`config.mk`:
```
export PLATFORM = sky130hd
export DESIGN_NAME = mips_control_multicycle_wdt_flat
export DESIGN_NICKNAME = d
export VERILOG_FILES = /design/src/rtl/mips_control_multicycle_wdt_if.sv /design/src/rtl/mips_control_multicycle_wdt.sv /design/src/flat_wrapper.sv
export SDC_FILE = /design/constraint.sdc
export NUM_CORES = 1
export LEC_CHECK = 0
export CAP_MARGIN = 20
export CORE_MARGIN = 2
export CORE_UTILIZATION = 54
export DETAILED_ROUTE_END_ITERATION = 7
export GPL_TIMING_DRIVEN = 0
export PLACE_DENSITY = 0.85
export SLEW_MARGIN = 10
export SYNTH_ARGS = -nofsm -noshare
export SYNTH_HDL_FRONTEND = slang
export SYNTH_SLANG_ARGS = --single-unit
```
`constraint.sdc`:
```
create_clock -name i_clk -period 2.25 [get_ports i_clk]
set_input_delay 0.225 -clock i_clk [delete_from_list [all_inputs] [get_ports i_clk]]
set_output_delay 0.225 -clock i_clk [all_outputs]
set_load 0.02 [all_outputs]
```
`src/rtl/mips_control_multicycle_wdt_if.sv`:
```
// Control-unit bus: opcode/handshake from the datapath, control strobes back to it.
// master = datapath side, slave = the control unit.
interface mips_control_multicycle_wdt_if #(
  parameter int WDT_W = 16
);
  logic [5:0]       i_op_code;
  logic             i_mem_ready;
  logic [WDT_W-1:0] i_wdt_period;

  logic       o_ir_en;
  logic       o_pc_en;
  logic       o_is_jump;
  logic       o_is_branch;
  logic       o_r_1_en;
  logic       o_r_2_en;
  logic       o_w_en;
  logic       o_reg_dst;
  logic       o_alu_src;
  logic       o_mem_to_reg;
  logic       o_mem_read;
  logic       o_mem_write;
  logic [1:0] o_alu_op_code;
  logic       o_wdt_wait_period_w_en;
  logic [2:0] o_state;
  logic       o_retire;
  logic       o_illegal;
  logic       o_wdt_timeout;

  modport master (
    output i_op_code, i_mem_ready, i_wdt_period,
    input  o_ir_en, o_pc_en, o_is_jump, o_is_branch, o_r_1_en, o_r_2_en, o_w_en,
           o_reg_dst, o_alu_src, o_mem_to_reg, o_mem_read, o_mem_write, o_alu_op_code,
           o_wdt_wait_period_w_en, o_state, o_retire, o_illegal, o_wdt_timeout
  );

  modport slave (
    input  i_op_code, i_mem_ready, i_wdt_period,
    output o_ir_en, o_pc_en, o_is_jump, o_is_branch, o_r_1_en, o_r_2_en, o_w_en,
           o_reg_dst, o_alu_src, o_mem_to_reg, o_mem_read, o_mem_write, o_alu_op_code,
           o_wdt_wait_period_w_en, o_state, o_retire, o_illegal, o_wdt_timeout
  );
endinterface

```
`src/rtl/mips_control_multicycle_wdt.sv`:
```
// Multicycle MIPS control FSM (fetch/decode/execute/mem/writeback) with a
// programmable watchdog that forces a refetch when no instruction retires in time.
module mips_control_multicycle_wdt #(
  parameter int             WDT_W       = 16,
  parameter logic [WDT_W-1:0] WDT_DEFAULT = {WDT_W{1'b1}},
  parameter logic [5:0]     OP_WDT      = 6'h3F
) (
  input logic                      i_clk,
  input logic                      i_reset,
  mips_control_multicycle_wdt_if.slave bus
);

  localparam logic [5:0] OP_R    = 6'h00;
  localparam logic [5:0] OP_J    = 6'h02;
  localparam logic [5:0] OP_BEQ  = 6'h04;
  localparam logic [5:0] OP_ADDI = 6'h08;
  localparam logic [5:0] OP_LW   = 6'h23;
  localparam logic [5:0] OP_SW   = 6'h2B;

  typedef enum logic [2:0] {
    FETCH     = 3'd0,
    DECODE    = 3'd1,
    EXECUTE   = 3'd2,
    MEM       = 3'd3,
    WRITEBACK = 3'd4
  } state_t;

  typedef struct packed {
    logic       ir_en;
    logic       is_jump;
    logic       is_branch;
    logic       r_1_en;
    logic       r_2_en;
    logic       w_en;
    logic       reg_dst;
    logic       alu_src;
    logic       mem_to_reg;
    logic       mem_read;
    logic       mem_write;
    logic [1:0] alu_op;
    logic       wdt_w_en;
    logic       retire;          // unconditional retire of this state
    logic       retire_on_ready; // sw in MEM retires in the cycle memory completes
    logic       illegal;
  } ctl_t;

  state_t           state_q, nxt_state;
  logic [5:0]       op_q, nxt_op;
  ctl_t             ctl_q;
  logic [WDT_W-1:0] period_q, cnt_q;
  logic             retire, timeout;

  function automatic logic is_legal(input logic [5:0] op);
    return op inside {OP_R, OP_J, OP_BEQ, OP_ADDI, OP_LW, OP_SW, OP_WDT};
  endfunction

  function automatic ctl_t decode(input state_t st, input logic [5:0] op);
    ctl_t c;
    c = '0;
    case (st)
      FETCH: begin
        c.ir_en    = 1'b1;
        c.mem_read = 1'b1;
      end
      DECODE: begin
        c.r_1_en  = 1'b1;
        c.r_2_en  = 1'b1;
        c.illegal = !is_legal(op);
      end
      EXECUTE: begin
        c.alu_op    = (op == OP_R) ? 2'b10 : (op == OP_BEQ) ? 2'b01 : 2'b00;
        c.alu_src   = (op == OP_ADDI) || (op == OP_LW) || (op == OP_SW);
        c.is_jump   = (op == OP_J);
        c.is_branch = (op == OP_BEQ);
        c.wdt_w_en  = (op == OP_WDT);
        c.retire    = (op == OP_J) || (op == OP_BEQ) || (op == OP_WDT);
      end
      MEM: begin
        c.mem_read        = (op == OP_LW);
        c.mem_write       = (op == OP_SW);
        c.retire_on_ready = (op == OP_SW);
      end
      WRITEBACK: begin
        c.w_en       = 1'b1;
        c.reg_dst    = (op == OP_R);
        c.mem_to_reg = (op == OP_LW);
        c.retire     = 1'b1;
      end
      default: c = '0;
    endcase
    return c;
  endfunction

  assign retire  = ctl_q.retire | (ctl_q.retire_on_ready & bus.i_mem_ready);
  // A zero period disables the watchdog; a retire in the zero cycle wins.
  assign timeout = (period_q != '0) && (cnt_q == '0) && !retire;

  always_comb begin
    // NOTE: defaults first so every path assigns and no latch is inferred.
    nxt_state = state_q;
    nxt_op    = op_q;
    case (state_q)
      FETCH: begin
        // ir_en low marks the idle cycle straight after reset release.
        if (ctl_q.ir_en && bus.i_mem_ready) begin
          nxt_state = DECODE;
          nxt_op    = bus.i_op_code;
        end
      end
      DECODE:  nxt_state = is_legal(op_q) ? EXECUTE : FETCH;
      EXECUTE: begin
        if ((op_q == OP_LW) || (op_q == OP_SW))        nxt_state = MEM;
        else if ((op_q == OP_R) || (op_q == OP_ADDI))  nxt_state = WRITEBACK;
        else                                           nxt_state = FETCH;
      end
      MEM: begin
        if (bus.i_mem_ready) nxt_state = (op_q == OP_SW) ? FETCH : WRITEBACK;
      end
      WRITEBACK: nxt_state = FETCH;
      default:   nxt_state = FETCH;
    endcase
    if (timeout) nxt_state = FETCH;
  end

  always_ff @(posedge i_clk or negedge i_reset) begin
    if (!i_reset) begin
      state_q  <= FETCH;
      op_q     <= '0;
      ctl_q    <= '0;
      period_q <= WDT_DEFAULT;
      cnt_q    <= WDT_DEFAULT;
    end else begin
      // NOTE: non-blocking assignments so every flop samples pre-edge values.
      state_q <= nxt_state;
      op_q    <= nxt_op;
      ctl_q   <= decode(nxt_state, nxt_op);
      if (ctl_q.wdt_w_en) period_q <= bus.i_wdt_period;
      // The period write and its retire share a cycle, so the reload takes the new value.
      if (retire)                cnt_q <= ctl_q.wdt_w_en ? bus.i_wdt_period : period_q;
      else if (period_q != '0)   cnt_q <= (cnt_q == '0) ? period_q : cnt_q - 1'b1;
    end
  end

  assign bus.o_ir_en                = ctl_q.ir_en;
  assign bus.o_pc_en                = retire;
  assign bus.o_is_jump              = ctl_q.is_jump;
  assign bus.o_is_branch            = ctl_q.is_branch;
  assign bus.o_r_1_en               = ctl_q.r_1_en;
  assign bus.o_r_2_en               = ctl_q.r_2_en;
  assign bus.o_w_en                 = ctl_q.w_en;
  assign bus.o_reg_dst              = ctl_q.reg_dst;
  assign bus.o_alu_src              = ctl_q.alu_src;
  assign bus.o_mem_to_reg           = ctl_q.mem_to_reg;
  assign bus.o_mem_read             = ctl_q.mem_read;
  assign bus.o_mem_write            = ctl_q.mem_write;
  assign bus.o_alu_op_code          = ctl_q.alu_op;
  assign bus.o_wdt_wait_period_w_en = ctl_q.wdt_w_en;
  assign bus.o_state                = state_q;
  assign bus.o_retire               = retire;
  assign bus.o_illegal              = ctl_q.illegal;
  assign bus.o_wdt_timeout          = timeout;

endmodule

```
`src/flat_wrapper.sv`:
```
// flat-port wrapper written by rule: the top's interface ports become plain ports
module mips_control_multicycle_wdt_flat 
#(
  parameter int             WDT_W       = 16,
  parameter logic [WDT_W-1:0] WDT_DEFAULT = {WDT_W{1'b1}},
  parameter logic [5:0]     OP_WDT      = 6'h3F
)
  (i_clk, i_reset, bus_i_op_code, bus_i_mem_ready, bus_i_wdt_period, bus_o_ir_en, bus_o_pc_en, bus_o_is_jump, bus_o_is_branch, bus_o_r_1_en, bus_o_r_2_en, bus_o_w_en, bus_o_reg_dst, bus_o_alu_src, bus_o_mem_to_reg, bus_o_mem_read, bus_o_mem_write, bus_o_alu_op_code, bus_o_wdt_wait_period_w_en, bus_o_state, bus_o_retire, bus_o_illegal, bus_o_wdt_timeout);
  mips_control_multicycle_wdt_if #(.WDT_W(WDT_W)) bus_i ();
  input logic i_clk;
  input logic i_reset;
  input wire logic [$bits(bus_i.i_op_code)-1:0] bus_i_op_code;
  input wire logic [$bits(bus_i.i_mem_ready)-1:0] bus_i_mem_ready;
  input wire logic [$bits(bus_i.i_wdt_period)-1:0] bus_i_wdt_period;
  output wire logic [$bits(bus_i.o_ir_en)-1:0] bus_o_ir_en;
  output wire logic [$bits(bus_i.o_pc_en)-1:0] bus_o_pc_en;
  output wire logic [$bits(bus_i.o_is_jump)-1:0] bus_o_is_jump;
  output wire logic [$bits(bus_i.o_is_branch)-1:0] bus_o_is_branch;
  output wire logic [$bits(bus_i.o_r_1_en)-1:0] bus_o_r_1_en;
  output wire logic [$bits(bus_i.o_r_2_en)-1:0] bus_o_r_2_en;
  output wire logic [$bits(bus_i.o_w_en)-1:0] bus_o_w_en;
  output wire logic [$bits(bus_i.o_reg_dst)-1:0] bus_o_reg_dst;
  output wire logic [$bits(bus_i.o_alu_src)-1:0] bus_o_alu_src;
  output wire logic [$bits(bus_i.o_mem_to_reg)-1:0] bus_o_mem_to_reg;
  output wire logic [$bits(bus_i.o_mem_read)-1:0] bus_o_mem_read;
  output wire logic [$bits(bus_i.o_mem_write)-1:0] bus_o_mem_write;
  output wire logic [$bits(bus_i.o_alu_op_code)-1:0] bus_o_alu_op_code;
  output wire logic [$bits(bus_i.o_wdt_wait_period_w_en)-1:0] bus_o_wdt_wait_period_w_en;
  output wire logic [$bits(bus_i.o_state)-1:0] bus_o_state;
  output wire logic [$bits(bus_i.o_retire)-1:0] bus_o_retire;
  output wire logic [$bits(bus_i.o_illegal)-1:0] bus_o_illegal;
  output wire logic [$bits(bus_i.o_wdt_timeout)-1:0] bus_o_wdt_timeout;
  assign bus_i.i_op_code = bus_i_op_code;
  assign bus_i.i_mem_ready = bus_i_mem_ready;
  assign bus_i.i_wdt_period = bus_i_wdt_period;
  assign bus_o_ir_en = bus_i.o_ir_en;
  assign bus_o_pc_en = bus_i.o_pc_en;
  assign bus_o_is_jump = bus_i.o_is_jump;
  assign bus_o_is_branch = bus_i.o_is_branch;
  assign bus_o_r_1_en = bus_i.o_r_1_en;
  assign bus_o_r_2_en = bus_i.o_r_2_en;
  assign bus_o_w_en = bus_i.o_w_en;
  assign bus_o_reg_dst = bus_i.o_reg_dst;
  assign bus_o_alu_src = bus_i.o_alu_src;
  assign bus_o_mem_to_reg = bus_i.o_mem_to_reg;
  assign bus_o_mem_read = bus_i.o_mem_read;
  assign bus_o_mem_write = bus_i.o_mem_write;
  assign bus_o_alu_op_code = bus_i.o_alu_op_code;
  assign bus_o_wdt_wait_period_w_en = bus_i.o_wdt_wait_period_w_en;
  assign bus_o_state = bus_i.o_state;
  assign bus_o_retire = bus_i.o_retire;
  assign bus_o_illegal = bus_i.o_illegal;
  assign bus_o_wdt_timeout = bus_i.o_wdt_timeout;
  mips_control_multicycle_wdt #(.WDT_W(WDT_W), .WDT_DEFAULT(WDT_DEFAULT), .OP_WDT(OP_WDT)) u_core (.i_clk(i_clk), .i_reset(i_reset), .bus(bus_i));
endmodule
```
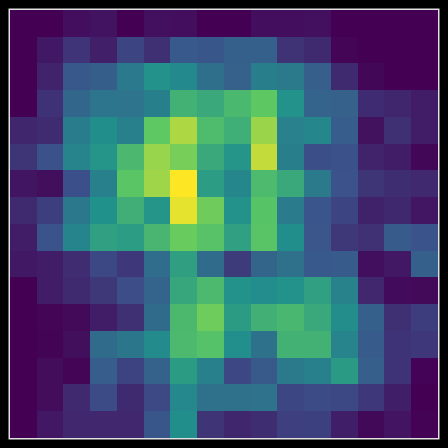
**Above:** routed metal per tile.
16 x 16 tiles, from dark purple (low) to yellow (high), scaled to the fullest tile. Values are wire area over tile area, all layers added.
The fullest tile reaches 0.68. 22% of the tiles are over half the peak. The densest ninth of the die: center. The mean over all tiles is 0.20. 13% of the tiles are nearly empty.
final routed wire length divided by cell count: 18.2 um
total vias in the final route: 2805

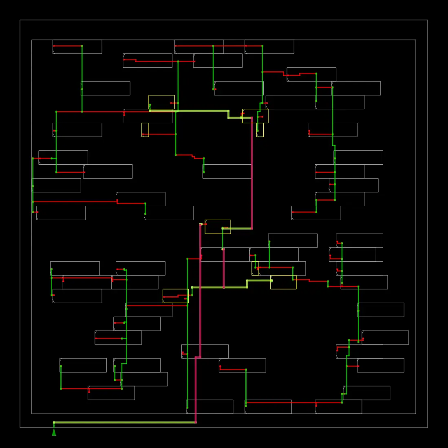
**Above:** clock nets.
clock sink total: 56
setup skew after layout: 0.0107 ns

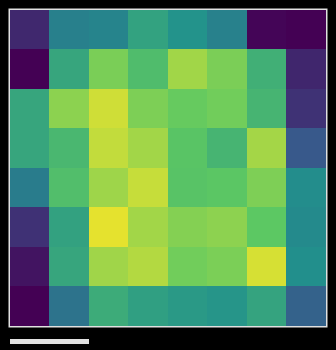
**Above:** placement density heat map.
Bar = 20 um. 8 x 8 tiles, from dark purple (low) to yellow (high), 0 to 100% covered.
The densest ninth of the die: center. 6.2% of the tiles are nearly empty. The fullest tile reaches 96%. The mean over all tiles is 59%. 36% of the tiles are over 75% full.
floorplan core area: 0.00554 mm2
Core Density at Floorplan: 56.4%
post-layout util: 70.2%

==> run summary <==
count of input and output buffers: 45
slack of the worst reg-to-reg path: 0.09 ns
violation count after the first detailed-routing iteration: 324
Gate Count Post-Synth: 311
number of inserted filler cells in the final layout: 431
Power Dens Cells: 1150 mW/mm2
VDD IR-drop max: 548 uV
cell types occupying the most area after synthesis: sky130_fd_sc_hd__dfstp_2 27%, sky130_fd_sc_hd__dfrtp_1 19%, sky130_fd_sc_hd__mux2_2 6.8%, sky130_fd_sc_hd__nand2_1 3.4%, sky130_fd_sc_hd__nor2_1 3.1%
HPWL reported at the end of detailed placement: 5470 um
critical path type: flop to primary output
standard cell area after detailed placement: 0.00368 mm2
most used routing layer: met2
final count of negative-setup-slack endpoints: 0
clk_lat worst skew: 0.31 ns
CP endpoint kind: primary output
CTS H-tree depth: 2
crit path time final: 2.20 ns
count of TritonRoute iterations in the first routing pass: 5
antenna violations before repair: 0
met1 GRT Util: 37.1%
total negative slack: 0 ns
average instance area after synthesis: 10.0 um2
registers with the highest flip-flop counts: u_core.cnt_q (16), u_core.period_q (16), u_core.op_q (6)
wire length on met3: 541 um
ratio of cells with drive above 1 in the final layout: 27.6%
maximum fanout count along the critical path: 10
number of core rows: 27
Total Nets Final: 396
number of warnings printed during yosys synthesis: 0
R2R Path Start: u_core.cnt_q[2]$_DFFE_PN1P_
area fraction in mux cells: 7.81%
most common logic cells in the final layout: 41 x sky130_fd_sc_hd__clkdlybuf4s50_1, 32 x sky130_fd_sc_hd__dfstp_2, 28 x sky130_fd_sc_hd__nand2_1, 24 x sky130_fd_sc_hd__nor2_1, 23 x sky130_fd_sc_hd__dfrtp_1
Synth flops: 56
number of vias per cell after detailed routing: 6.35
number of placed I/O pins: 46
number of max-slew violations in the final report: 0
clk buf depth: 2
area of the multi-input gates: 0.00161 mm2
Highest Signal Layer: met4
chip height: 80.1 um
post-synthesis cell area: 0.00312 mm2
global route total overflow: 0
Chip Footprint: 0.00641 mm2
number of cells in Yosys stat: 311
status: finished, final reports clean
number of remaining DRC errors: 0
adder and majority cell fraction of the synthesized area: 0.801%
switching part of the total: 43.4%
relative contribution of the clock network to total power: 12.0%
Design Power: 4460 uW
Distinct cells, synth: 67
Ant. Diodes: 0
clock edge transition at the registers on the reported setup and hold paths: 0.10 ns
category of cells accounting for the largest share of critical-path delay: simple AND/OR/NAND/NOR gates
leakage power summed over all cells: 0.00157 uW
Dominant Register Cell: sky130_fd_sc_hd__dfstp_2
die boundary width: 80.1 um
cell occurring most often along the worst timing path: sky130_fd_sc_hd__buf_2
register area share after synthesis: 46.1%
post-placement worst setup slack: -0.708 ns
critical path launch point type: flop
worst flop-to-flop path endpoint: u_core.cnt_q[15]$_DFFE_PN1P_
switching power: 1930 uW
most frequent standard cell in the layout excluding fill and tap cells: sky130_fd_sc_hd__clkdlybuf4s50_1
Area Growth Syn to Fin: 24.5%
Cell Chain, Critical Path: buf_2 -> nor4_4 -> and4_1 -> buf_6 -> and3_1 -> buf_4 -> buf_2
slew of the pin with the lowest slew margin: 0.499 ns
synth cell count leaders: 32 x sky130_fd_sc_hd__dfstp_2, 28 x sky130_fd_sc_hd__nand2_1, 26 x sky130_fd_sc_hd__nor2_1
synthesized netlist net count: 338
unrepaired setup endpoints after global routing: true
post-route fraction of the period consumed by the critical path: 97.6%
most popular library cell in the synthesized design by count: sky130_fd_sc_hd__dfstp_2
Logic family by area: simple AND/OR/NAND/NOR gates
met2 demand-to-capacity share in global routing: 38.6%
data required time of the critical path: 2.03 ns
proportion of netlist area held by the largest area contributor: 26.9%
via count of the first global-routing pass: 2617
Data arrival, critical path: 1.97 ns
count of non-filler cells in the finished layout: 442
Inst Count DP: 429
share of async-settable or async-resettable flops after synthesis: 100%
classification of the worst-slack hold path: primary input to asynchronous set/reset pin
compound-gate portion of the synthesized area: 17.9%
simple logic cell fraction of the synthesized area: 20.9%
largest net degree at the start of global routing: 39
area leader, netlist: sky130_fd_sc_hd__dfstp_2
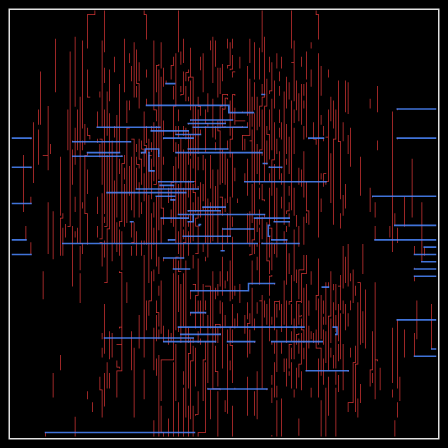
**Above:** signal wires by layer.
Only two layers are drawn.
met2: marked red, wire length 3710 um. met3: marked blue, wire length 541 um.
routed wire length: 8030 um
Global Route Usage Sum: 25.9%

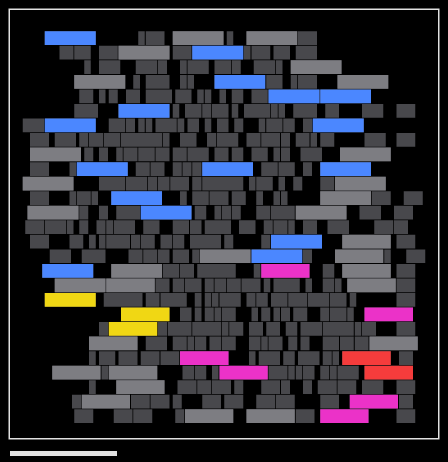
**Above:** sequential cells grouped by signal name.
Bar = 20 um.
`u_core.bus.o_alu_op_code`: marked red, sequential cells 2. `u_core.bus.o_state`: marked yellow, sequential cells 3. `u_core.op_q`: marked magenta, sequential cells 6. `u_core.cnt_q`: marked blue, sequential cells 16.
Another 29 sequential cells are not colored.
area taken by flip-flops and latches: 0.00144 mm2
seq pwr: 1710 uW
sequential cell area share: 37.1%

cell type report:
class	count	area share [%]
Clock inverter	2	0.193
Inverter	11	1.06
Sequential cell	56	37.1
Timing Repair Buffer	52	13.0
Buffer	18	3.02
Clock buffer	6	1.86
Multi-Input combinational cell	225	41.5
Tap cell	72	2.32
power by group through the flow:
stage | Sequential [uW] | Combinational (uW) | Clock, uW
final | 1710 | 2210 | 533
after global routing | 1750 | 2410 | 577
after CTS | 1690 | 2090 | 540
after detailed placement | 1690 | 2030 | 0
after global placement | 1680 | 1960 | 0
after floorplan | 1660 | 1430 | 0
kinds of logic (layout without fill, tap and decap cells):
family,after synthesis,in the layout
multiplexers,22,22
AND-OR/OR-AND,78,78
flip-flops,56,56
adder cells (fa/ha/maj),2,2
AND/OR/NAND/NOR,116,116
buffers and inverters,30,89
XOR/XNOR,7,7
how the worst max path moves through the flow:
stage / from / endpoint / cells past startpoint
2_1_floorplan: u_core.bus.o_state[0]$_DFF_PN0_ / u_core.bus.o_mem_read$_DFF_PN0_ / 7
6_report: u_core.cnt_q[6]$_DFFE_PN1P_ / bus_o_wdt_timeout / 7
3_3_place_gp: bus_i_mem_ready / bus_o_retire / 7
5_1_grt: u_core.cnt_q[2]$_DFFE_PN1P_ / u_core.cnt_q[6]$_DFFE_PN1P_ / 7
4_1_cts: u_core.cnt_q[1]$_DFFE_PN1P_ / u_core.ctl_q[2]$_DFF_PN0_ / 8
3_5_place_dp: bus_i_mem_ready / bus_o_retire / 7
what timing repair did:
item | in CTS | in global routing
resized | 21 | 11
buffers inserted | 2 | 3
endpoints found under the setup margin | 23 | 19
hold buffers | 1 | 0
pin swaps | 2 | 3
hold endpoints to repair | 18 | 0
Power figures rest on the tool's default switching activity, not on a simulated workload.
